==> config.mk <==
export PLATFORM = sky130hd
export DESIGN_NAME = if_id_queue_flat
export DESIGN_NICKNAME = d
export VERILOG_FILES = /design/src/rtl/if_id_queue_pkg.sv /design/src/rtl/if_id_queue_if.sv /design/src/rtl/if_id_queue.sv /design/src/flat_wrapper.sv
export SDC_FILE = /design/constraint.sdc
export NUM_CORES = 1
export LEC_CHECK = 0
export ABC_AREA = 0
export CAP_MARGIN = 20
export CELL_PAD_IN_SITES_DETAIL_PLACEMENT = 1
export CELL_PAD_IN_SITES_GLOBAL_PLACEMENT = 1
export CORE_MARGIN = 2
export CORE_UTILIZATION = 45
export CTS_CLUSTER_DIAMETER = 50
export CTS_CLUSTER_SIZE = 10
export DETAILED_ROUTE_END_ITERATION = 8
export GPL_ROUTABILITY_DRIVEN = 0
export PLACE_DENSITY = 0.75
export SYNTH_ARGS = -nofsm -noshare
export SYNTH_HDL_FRONTEND = slang
export SYNTH_SLANG_ARGS = --single-unit
==> constraint.sdc <==
create_clock -name clk -period 6.2 [get_ports clk]
set_input_delay 1.86 -clock clk [delete_from_list [all_inputs] [get_ports clk]]
set_output_delay 1.86 -clock clk [all_outputs]
set_load 0.03 [all_outputs]
==> src/rtl/if_id_queue_pkg.sv <==
// Shared definitions for the IF->ID instruction queue: the canonical NOP
// encoding, default geometry and the per-cycle queue operation encoding.
package if_id_queue_pkg;

  // Canonical RISC-V NOP (addi x0, x0, 0) presented to ID when no entry is valid.
  localparam logic [31:0] INST_NOP = 32'h0000_0013;

  // Default geometry shared by the queue and its interface.
  localparam int unsigned DEF_XLEN       = 32;
  localparam int unsigned DEF_ILEN       = 32;
  localparam int unsigned DEF_DEPTH      = 4;
  localparam int unsigned DEF_INST_BYTES = 4;

  // What the queue does on a given edge, encoded as {push, pop}.
  typedef enum logic [1:0] {
    OP_IDLE = 2'b00,
    OP_POP  = 2'b01,
    OP_PUSH = 2'b10,
    OP_BOTH = 2'b11
  } q_op_e;

endpackage

==> src/rtl/if_id_queue_if.sv <==
// Handshake bundle between the fetch stage (master) and the IF/ID queue
// (slave). The queue's downstream side toward ID travels in the same bundle.
interface if_id_queue_if
  import if_id_queue_pkg::*;
#(
  parameter int unsigned XLEN  = DEF_XLEN,
  parameter int unsigned ILEN  = DEF_ILEN,
  parameter int unsigned DEPTH = DEF_DEPTH
);

  localparam int unsigned CW = $clog2(DEPTH + 1);

  // Redirect from a taken jump/branch.
  logic            flush_i;

  // Upstream side (IF -> queue).
  logic            in_valid_i;
  logic            in_ready_o;
  logic [XLEN-1:0] pc_i;
  logic [ILEN-1:0] instr_i;

  // Downstream side (queue -> ID).
  logic            out_valid_o;
  logic            out_ready_i;
  logic [XLEN-1:0] pc_o;
  logic [XLEN-1:0] pc_next_o;
  logic [ILEN-1:0] instr_o;

  // Occupancy, 0..DEPTH.
  logic [CW-1:0]   count_o;

  modport master (
    output flush_i,
    output in_valid_i,
    output pc_i,
    output instr_i,
    output out_ready_i,
    input  in_ready_o,
    input  out_valid_o,
    input  pc_o,
    input  pc_next_o,
    input  instr_o,
    input  count_o
  );

  modport slave (
    input  flush_i,
    input  in_valid_i,
    input  pc_i,
    input  instr_i,
    input  out_ready_i,
    output in_ready_o,
    output out_valid_o,
    output pc_o,
    output pc_next_o,
    output instr_o,
    output count_o
  );

endinterface

==> src/rtl/if_id_queue.sv <==
// IF/ID decoupling queue: a small registered FIFO of {pc, pc_next, instr}
// between fetch and decode. Entries become visible the cycle after they are
// pushed, a full queue never accepts even while popping, and a flush empties
// the queue at the next edge. Outputs are masked to 0 / NOP while empty.
module if_id_queue
  import if_id_queue_pkg::*;
#(
  parameter int unsigned XLEN       = DEF_XLEN,
  parameter int unsigned ILEN       = DEF_ILEN,
  parameter int unsigned DEPTH      = DEF_DEPTH,
  parameter int unsigned INST_BYTES = DEF_INST_BYTES
) (
  input  logic          clk,
  input  logic          reset,
  if_id_queue_if.slave  bus
);

  localparam int unsigned PW = $clog2(DEPTH);
  localparam int unsigned CW = $clog2(DEPTH + 1);

  // Entry storage: one flop row per slot, three fields per row.
  logic [XLEN-1:0] pc_mem      [DEPTH];
  logic [XLEN-1:0] pc_next_mem [DEPTH];
  logic [ILEN-1:0] instr_mem   [DEPTH];

  // Pointers wrap naturally because DEPTH is a power of two.
  logic [PW-1:0]   wr_ptr;
  logic [PW-1:0]   rd_ptr;
  logic [CW-1:0]   count;

  logic            full;
  logic            empty;
  logic            push;
  logic            pop;
  q_op_e           op;

  assign full  = (count == CW'(DEPTH));
  assign empty = (count == '0);

  // Ready depends only on occupancy, so a pop in the same cycle never opens
  // a slot for a push into a full queue.
  assign push = bus.in_valid_i  && !full  && !bus.flush_i;
  assign pop  = bus.out_ready_i && !empty && !bus.flush_i;
  assign op   = q_op_e'({push, pop});

  // Occupancy and pointer update; reset wins over flush, flush over push/pop.
  // NOTE: sequential state uses non-blocking assignments so every flop samples
  // the pre-edge values regardless of statement order.
  always_ff @(posedge clk) begin
    if (reset) begin
      wr_ptr <= '0;
      rd_ptr <= '0;
      count  <= '0;
    end else if (bus.flush_i) begin
      wr_ptr <= '0;
      rd_ptr <= '0;
      count  <= '0;
    end else begin
      case (op)
        OP_PUSH: begin
          wr_ptr <= wr_ptr + PW'(1);
          count  <= count + CW'(1);
        end
        OP_POP: begin
          rd_ptr <= rd_ptr + PW'(1);
          count  <= count - CW'(1);
        end
        OP_BOTH: begin
          wr_ptr <= wr_ptr + PW'(1);
          rd_ptr <= rd_ptr + PW'(1);
        end
        default: ;
      endcase
    end
  end

  // Capture the offered entry; pc_next is formed here so the ID side sees a
  // plain register with no adder in its path.
  // NOTE: the storage array is deliberately left without reset; stale rows are
  // never observable because the outputs are masked whenever the queue is empty.
  always_ff @(posedge clk) begin
    if (push) begin
      pc_mem[wr_ptr]      <= bus.pc_i;
      pc_next_mem[wr_ptr] <= bus.pc_i + XLEN'(INST_BYTES);
      instr_mem[wr_ptr]   <= bus.instr_i;
    end
  end

  // Present the head entry, or 0 / NOP when there is nothing to hand to ID.
  // NOTE: every output gets a default first so no path through the block can
  // leave one unassigned and infer a latch.
  always_comb begin
    bus.pc_o      = '0;
    bus.pc_next_o = '0;
    bus.instr_o   = ILEN'(INST_NOP);
    if (!empty) begin
      bus.pc_o      = pc_mem[rd_ptr];
      bus.pc_next_o = pc_next_mem[rd_ptr];
      bus.instr_o   = instr_mem[rd_ptr];
    end
  end

  assign bus.in_ready_o  = !full;
  assign bus.out_valid_o = !empty;
  assign bus.count_o     = count;

endmodule

==> src/flat_wrapper.sv <==
// flat-port wrapper written by rule: the top's interface ports become plain ports
module if_id_queue_flat import if_id_queue_pkg::*;
#(
  parameter int unsigned XLEN       = DEF_XLEN,
  parameter int unsigned ILEN       = DEF_ILEN,
  parameter int unsigned DEPTH      = DEF_DEPTH,
  parameter int unsigned INST_BYTES = DEF_INST_BYTES
)
  (clk, reset, bus_flush_i, bus_in_valid_i, bus_pc_i, bus_instr_i, bus_out_ready_i, bus_in_ready_o, bus_out_valid_o, bus_pc_o, bus_pc_next_o, bus_instr_o, bus_count_o);
  if_id_queue_if #(.XLEN(XLEN), .ILEN(ILEN), .DEPTH(DEPTH)) bus_i ();
  input  logic clk;
  input  logic reset;
  input wire logic [$bits(bus_i.flush_i)-1:0] bus_flush_i;
  input wire logic [$bits(bus_i.in_valid_i)-1:0] bus_in_valid_i;
  input wire logic [$bits(bus_i.pc_i)-1:0] bus_pc_i;
  input wire logic [$bits(bus_i.instr_i)-1:0] bus_instr_i;
  input wire logic [$bits(bus_i.out_ready_i)-1:0] bus_out_ready_i;
  output wire logic [$bits(bus_i.in_ready_o)-1:0] bus_in_ready_o;
  output wire logic [$bits(bus_i.out_valid_o)-1:0] bus_out_valid_o;
  output wire logic [$bits(bus_i.pc_o)-1:0] bus_pc_o;
  output wire logic [$bits(bus_i.pc_next_o)-1:0] bus_pc_next_o;
  output wire logic [$bits(bus_i.instr_o)-1:0] bus_instr_o;
  output wire logic [$bits(bus_i.count_o)-1:0] bus_count_o;
  assign bus_i.flush_i = bus_flush_i;
  assign bus_i.in_valid_i = bus_in_valid_i;
  assign bus_i.pc_i = bus_pc_i;
  assign bus_i.instr_i = bus_instr_i;
  assign bus_i.out_ready_i = bus_out_ready_i;
  assign bus_in_ready_o = bus_i.in_ready_o;
  assign bus_out_valid_o = bus_i.out_valid_o;
  assign bus_pc_o = bus_i.pc_o;
  assign bus_pc_next_o = bus_i.pc_next_o;
  assign bus_instr_o = bus_i.instr_o;
  assign bus_count_o = bus_i.count_o;
  if_id_queue #(.XLEN(XLEN), .ILEN(ILEN), .DEPTH(DEPTH), .INST_BYTES(INST_BYTES)) u_core (.clk(clk), .reset(reset), .bus(bus_i));
endmodule
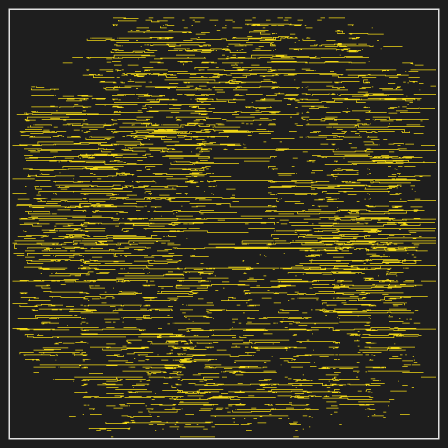
run_1/met1.png
nets with wire on the layer	917
main direction	horizontal
share of all routed wire	44%
longest straight run	63.0 um
wire length on this layer	14600 um
M1 GR Usage: 0.266
Total Routed Length: 33100 um
vias: 7517

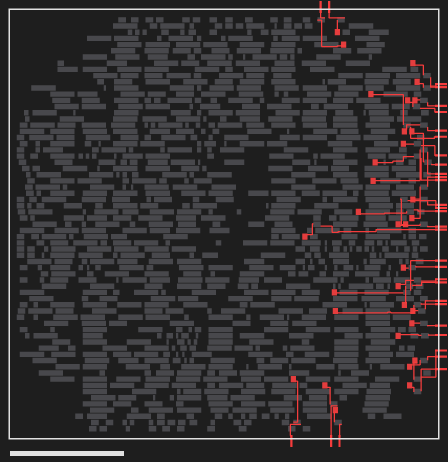
run_1/port_nets.png
Scale bar: 50 um.
color	port	bits	direction	edge	end cells	buffers	wire
red	bus_instr_o	32	output	27 right, 3 bottom, 2 top	32	32	730 um
# port buffers: 169
IO Pins: 170

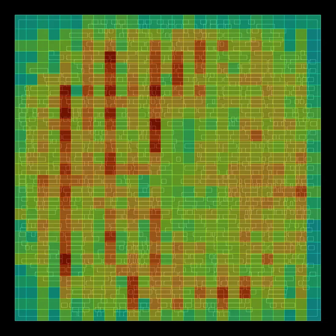
run_1/final_congestion.png
met3 Track Usage GR: 0.0387
drt wl/cell: 23.6 um
Total GRT Usage: 0.192
met2 usage: 0.314

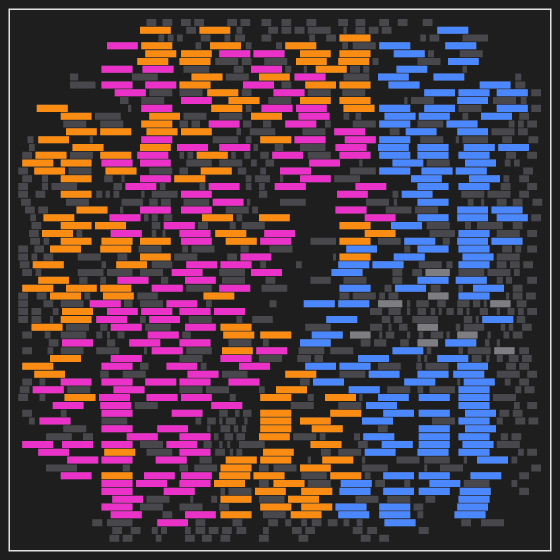
run_1/registers.png
Other sequential cells in the stronger gray, the rest of the logic in the fainter gray.
color	netlist name	placed flops
magenta	u_core.pc_next_mem	126
blue	u_core.instr_mem	128
orange	u_core.pc_mem	122
not colored	9
Seq/total area: 0.611
FF/Latch Area: 11500 um2

==> changes_impl.md, run 1 <==
### Implementation results

- Final hold viol count: 0
- # resized after CTS: 0
- Total power after layout: ~0.0056 W
- #MultiIn Comb: 307
- Adder Share, Synth: 0.00789
- Post-route cell area: about 19000 um2
- Simple Share, Synth: 0.0660
- Async SR Flop Fraction: 0
- Avg Synthesized Cell Area: 20.7 um2
- Root buf cell: clkbuf_16
- First-pass GRT wire length: a little over 50000 um
- CTS Buffer Depth: 3
- Worst R2R Start: u_core.bus.count_o[2]
- CP Data Arrival Time: ~3200 ps
- Worst-Margin Slew: between 1000 and 1500 ps
- Dominant comb cell: multiplexers
- Postcts setup bufs: 0
- Fill cells: between 2000 and 3000
- Max IR drop VDD: approximately 0.19 mV
- Commonest Layout Cell: edfxtp_1
- Hold Crit Start: u_core.wr_ptr[1]
- Post-Syn Area: about 15000 um2
- Psw: approximately 0.0011 W
- ClkCell Share: 0.0700
- P_clk: between 0.002 and 0.0025 W
- Final Util: 0.562
- Critical Path End Type: output pin
- DIE HEIGHT: 188 um
- Seq pwr: a little under 0.003 W
- Inverters: 9
- R2R Path End: u_core.bus.count_o[2]
- MUX area fraction: 0.139
- Well tap count: around 450
- Combinational share of cell area: 0.190
- Vias in the first global route: ~8400
- CTS Hold Bufs: 0
- Core ar.: roughly 33000 um2
- Crit-path slowest cell: dfxtp_4
- Fin crit period: around 5100 ps
- Initial antenna violation count: 3
- Slew headroom: 0.293
- Total congestion overflow: 0
- CTS sink count: 385
- Dominant kind of cell: registers
- Largest net degree at the start of global routing: slightly below 60
- Fp util: 0.455
- Crit path max fanout: 33
- First drt pass iteration count: 5
- Chip area: approximately 35000 um2
- Cell Int Power: between 0.004 and 0.005 W
- Post-DP HPWL: between 15000 and 20000 um
- Xor/xnor share: 0.0190
- DR vias/cell: around 5.4
- Count leader, synth: edfxtp_1
- Critical Path Source Type: flip-flop
- Unique masters post-synth: 31
- Logic area: approximately 3600 um2
- Hold path cells: 2
- Fin cells: between 1000 and 1500
- CTS clk-pin slew, worst paths: 60 ps
- Gr busiest metal: met2
- Fin. max-slew vios: 0
- CP cell instances: buf_4 > mux4_2 > or2_2 > clkdlybuf4s50_1
- Switching Fraction: 0.202
- EDFF count, synth: around 380
- Status: complete, no violations
- DRT iter0 DRCs: 527
- Comb pwr: around 0.00029 W
- Synth cell count leaders: edfxtp_1 (376), and2_1 (97), mux4_2 (94)
- CTS H-Tree Depth: 2
- Area Growth Syn to Fin: 23.5%
- Most used DFF post-synth: edfxtp_1
- CTS tree: yes
## run 1: tightest hold or removal path, delay by kind of cell, from the launching register on
family	cells	cell delay [ps]
AOI/OAI and AO/OA	1	60
DFF	1	350
and+or+nand+nor	1	70
## run 1: flip-flops by register name (all words and copies together), names as in the netlist, named ones only
| name | count |
|---|---|
| u_core.instr_mem | 128 |
| u_core.pc_mem | 122 |
| u_core.bus.count_o | 3 |
| u_core.pc_next_mem | 126 |
| u_core.rd_ptr | 2 |
| u_core.wr_ptr | 2 |
## run 1: metal layers
layer  wire (um)  share of wire
met5          30        0.00091
met4         649          0.020
met3        1650          0.050
met2       16100           0.49
met1       14600           0.44
==> run 1 -> run 2 <==
- clock period: 6.2 -> 4.8 ns (I/O delays scaled with it)
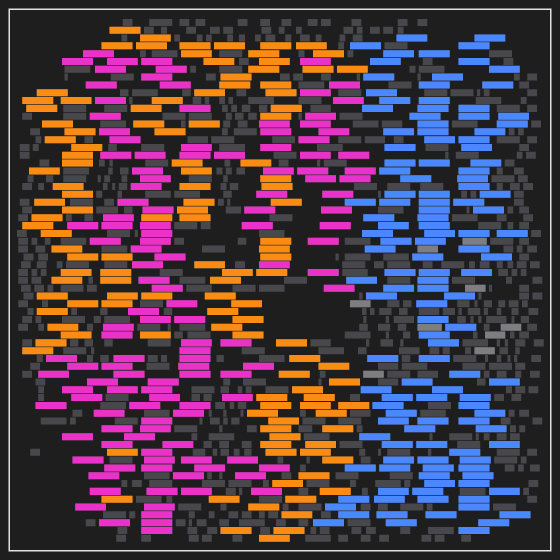
run_2/registers.png
Other sequential cells in the stronger gray, the rest of the logic in the fainter gray.
color	netlist name	placed flops
blue	u_core.instr_mem	128
magenta	u_core.pc_next_mem	126
orange	u_core.pc_mem	122
seq pwr: 0.00376 W
Seq/total area: 0.607
Final Util: 0.565

==> run 2 against run 1 <==
Core utilization rose by 0.34 points; die size unchanged; non-clock buffer count grew 7; critical endpoint is now bus_pc_o[25]; largest power group unchanged.
==> changes_impl.md, run 2 <==
### Implementation results

- Status: complete, no violations (unchanged)
- P_clk: 0.00300 W (was 0.00239 W)
- Largest net degree at the start of global routing: 60 (was 58)
- Postcts setup bufs: 0 (unchanged)
- First-pass GRT wire length: 50900 um (was 51000 um)
- CTS sink count: 385 (unchanged)
- CP Data Arrival Time: 2870 ps (was 3210 ps)
- Most used DFF post-synth: edfxtp_1 (unchanged)
- Unrepaired setup endpoints after global routing: false (unchanged)
- Combinational share of cell area: 0.189 (was 0.190)
- ClkCell Share: 0.0676 (was 0.0700)
- Total congestion overflow: 0 (unchanged)
- Critical Path End Type: output pin (unchanged)
- Dominant kind of cell: registers (unchanged)
- CTS Hold Bufs: 0 (unchanged)
- Area Growth Syn to Fin: 24.2% (was 23.5%)
- Wire length on met3: 1590 um (was 1650 um)
- DIE HEIGHT: 188 um (unchanged)
- Top Layer Used: met5 (unchanged)
- WL met1: 13800 um (was 14600 um)
- Fin. max-slew vios: 0 (unchanged)
- Vias in the first global route: 8573 (was 8368)
- DR vias/cell: 5.39 (was 5.36)
- Fin crit period: approximately 4300 ps
- Post-Syn Area: 15200 um2 (unchanged)
- Crit path max fanout: 38 (was 33)
- First drt pass iteration count: 4 (was 5)
- Biggest register: u_core.instr_mem (unchanged)
- Largest register FFs: 128 (unchanged)
- Max IR drop VDD: 0.210 mV (was 0.185 mV)
- WHS: 496 ps (was 522 ps)
- Vias: 7590 (was 7517)
- #MultiIn Comb: 307 (unchanged)
- Count leader, synth: edfxtp_1 (unchanged)
- # port buffers: 169 (unchanged)
- Slew headroom: 0.555 (was 0.293)
- Unique masters post-synth: 31 (unchanged)
- Async SR Flop Fraction: 0 (unchanged)
- Biggest regs: u_core.instr_mem (128), u_core.pc_next_mem (126), u_core.pc_mem (122) (unchanged)
- Final hold viol count: 0 (unchanged)
- Cell family with most CP delay: buffers and inverters (unchanged)
- CTS clk-pin slew, worst paths: 60 ps (about the same)
- Commonest Layout Cell: edfxtp_1 (unchanged)
- IO Pins: 170 (unchanged)
- Drt wl/cell: 23.1 um (was 23.6 um)
- Initial antenna violation count: 2 (was 3)
- Critical Path Source Type: flip-flop (unchanged)
- Xor/xnor share: 0.0190 (unchanged)
- M1 GR Usage: 0.253 (was 0.266)
- DRT iter0 DRCs: 548 (was 527)
- Synth cell count leaders: edfxtp_1 (376), and2_1 (97), mux4_2 (94) (unchanged)
- CP cell instances: nor3_1 > inv_2 > buf_4 > and2_1 > clkdlybuf4s50_1 (was buf_4 > mux4_2 > or2_2 > clkdlybuf4s50_1)
- Fill cells: 2912 (was 2943)
- Post-route cell area: 18900 um2 (was 18800 um2)
- Cell Int Power: 0.00570 W (was 0.00446 W)
- Logic area: 3570 um2 (unchanged)
- Met3 Track Usage GR: 0.0341 (was 0.0387)
- Fp util: 0.455 (unchanged)
- Worst R2R Start: u_core.bus.count_o[2] (unchanged)
- CTS tree: yes (unchanged)
- Well tap count: 448 (unchanged)
- Comb pwr: 0.000373 W (was 0.000287 W)
- Met2 WL: 16200 um (was 16100 um)
- Root buf cell: clkbuf_16 (unchanged)
- CTS Buffer Depth: 3 (unchanged)
- Total Routed Length: 32500 um (was 33100 um)
- Clk ins delay skew pair: 530 ps (about the same)
- EDFF count, synth: 376 (unchanged)
- Post-DP HPWL: 19800 um (about the same)
- Dominant comb cell: multiplexers (unchanged)
- Crit-path slowest cell: clkdlybuf4s50_1 (was dfxtp_4)
- Chip area: 35300 um2 (unchanged)
- FFs & Latches: 385 (unchanged)
- Total power after layout: 0.00714 W (was 0.00559 W)
- Switching Fraction: 0.202 (about the same)
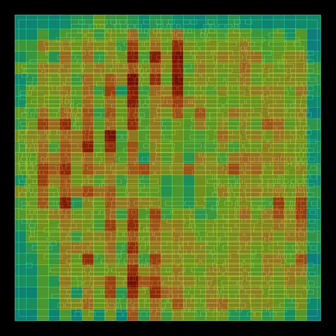
run_2/final_congestion.png
Total GRT Usage: 0.190
gr busiest metal: met2

## run 2: logic make-up after synthesis
kind of cell,after synthesis
AND-OR/OR-AND,5
XOR/XNOR,33
adder cells (fa/ha/maj),9
buffers and inverters,45
flip-flops,385
multiplexers,94
AND/OR/NAND/NOR,166
## run 2: worst min-delay path by stage
stage,start,to,slack (ps),depth (start not counted)
global route,u_core.wr_ptr[1],u_core.wr_ptr[1],560,2
floorplan,u_core.wr_ptr[1],u_core.wr_ptr[1],460,2
global placement,u_core.wr_ptr[1],u_core.wr_ptr[1],480,2
finish,u_core.wr_ptr[1],u_core.wr_ptr[1],500,2
detailed placement,u_core.wr_ptr[1],u_core.wr_ptr[1],500,2
CTS,u_core.wr_ptr[1],u_core.wr_ptr[1],510,2
Power and IR drop assume default switching activity.
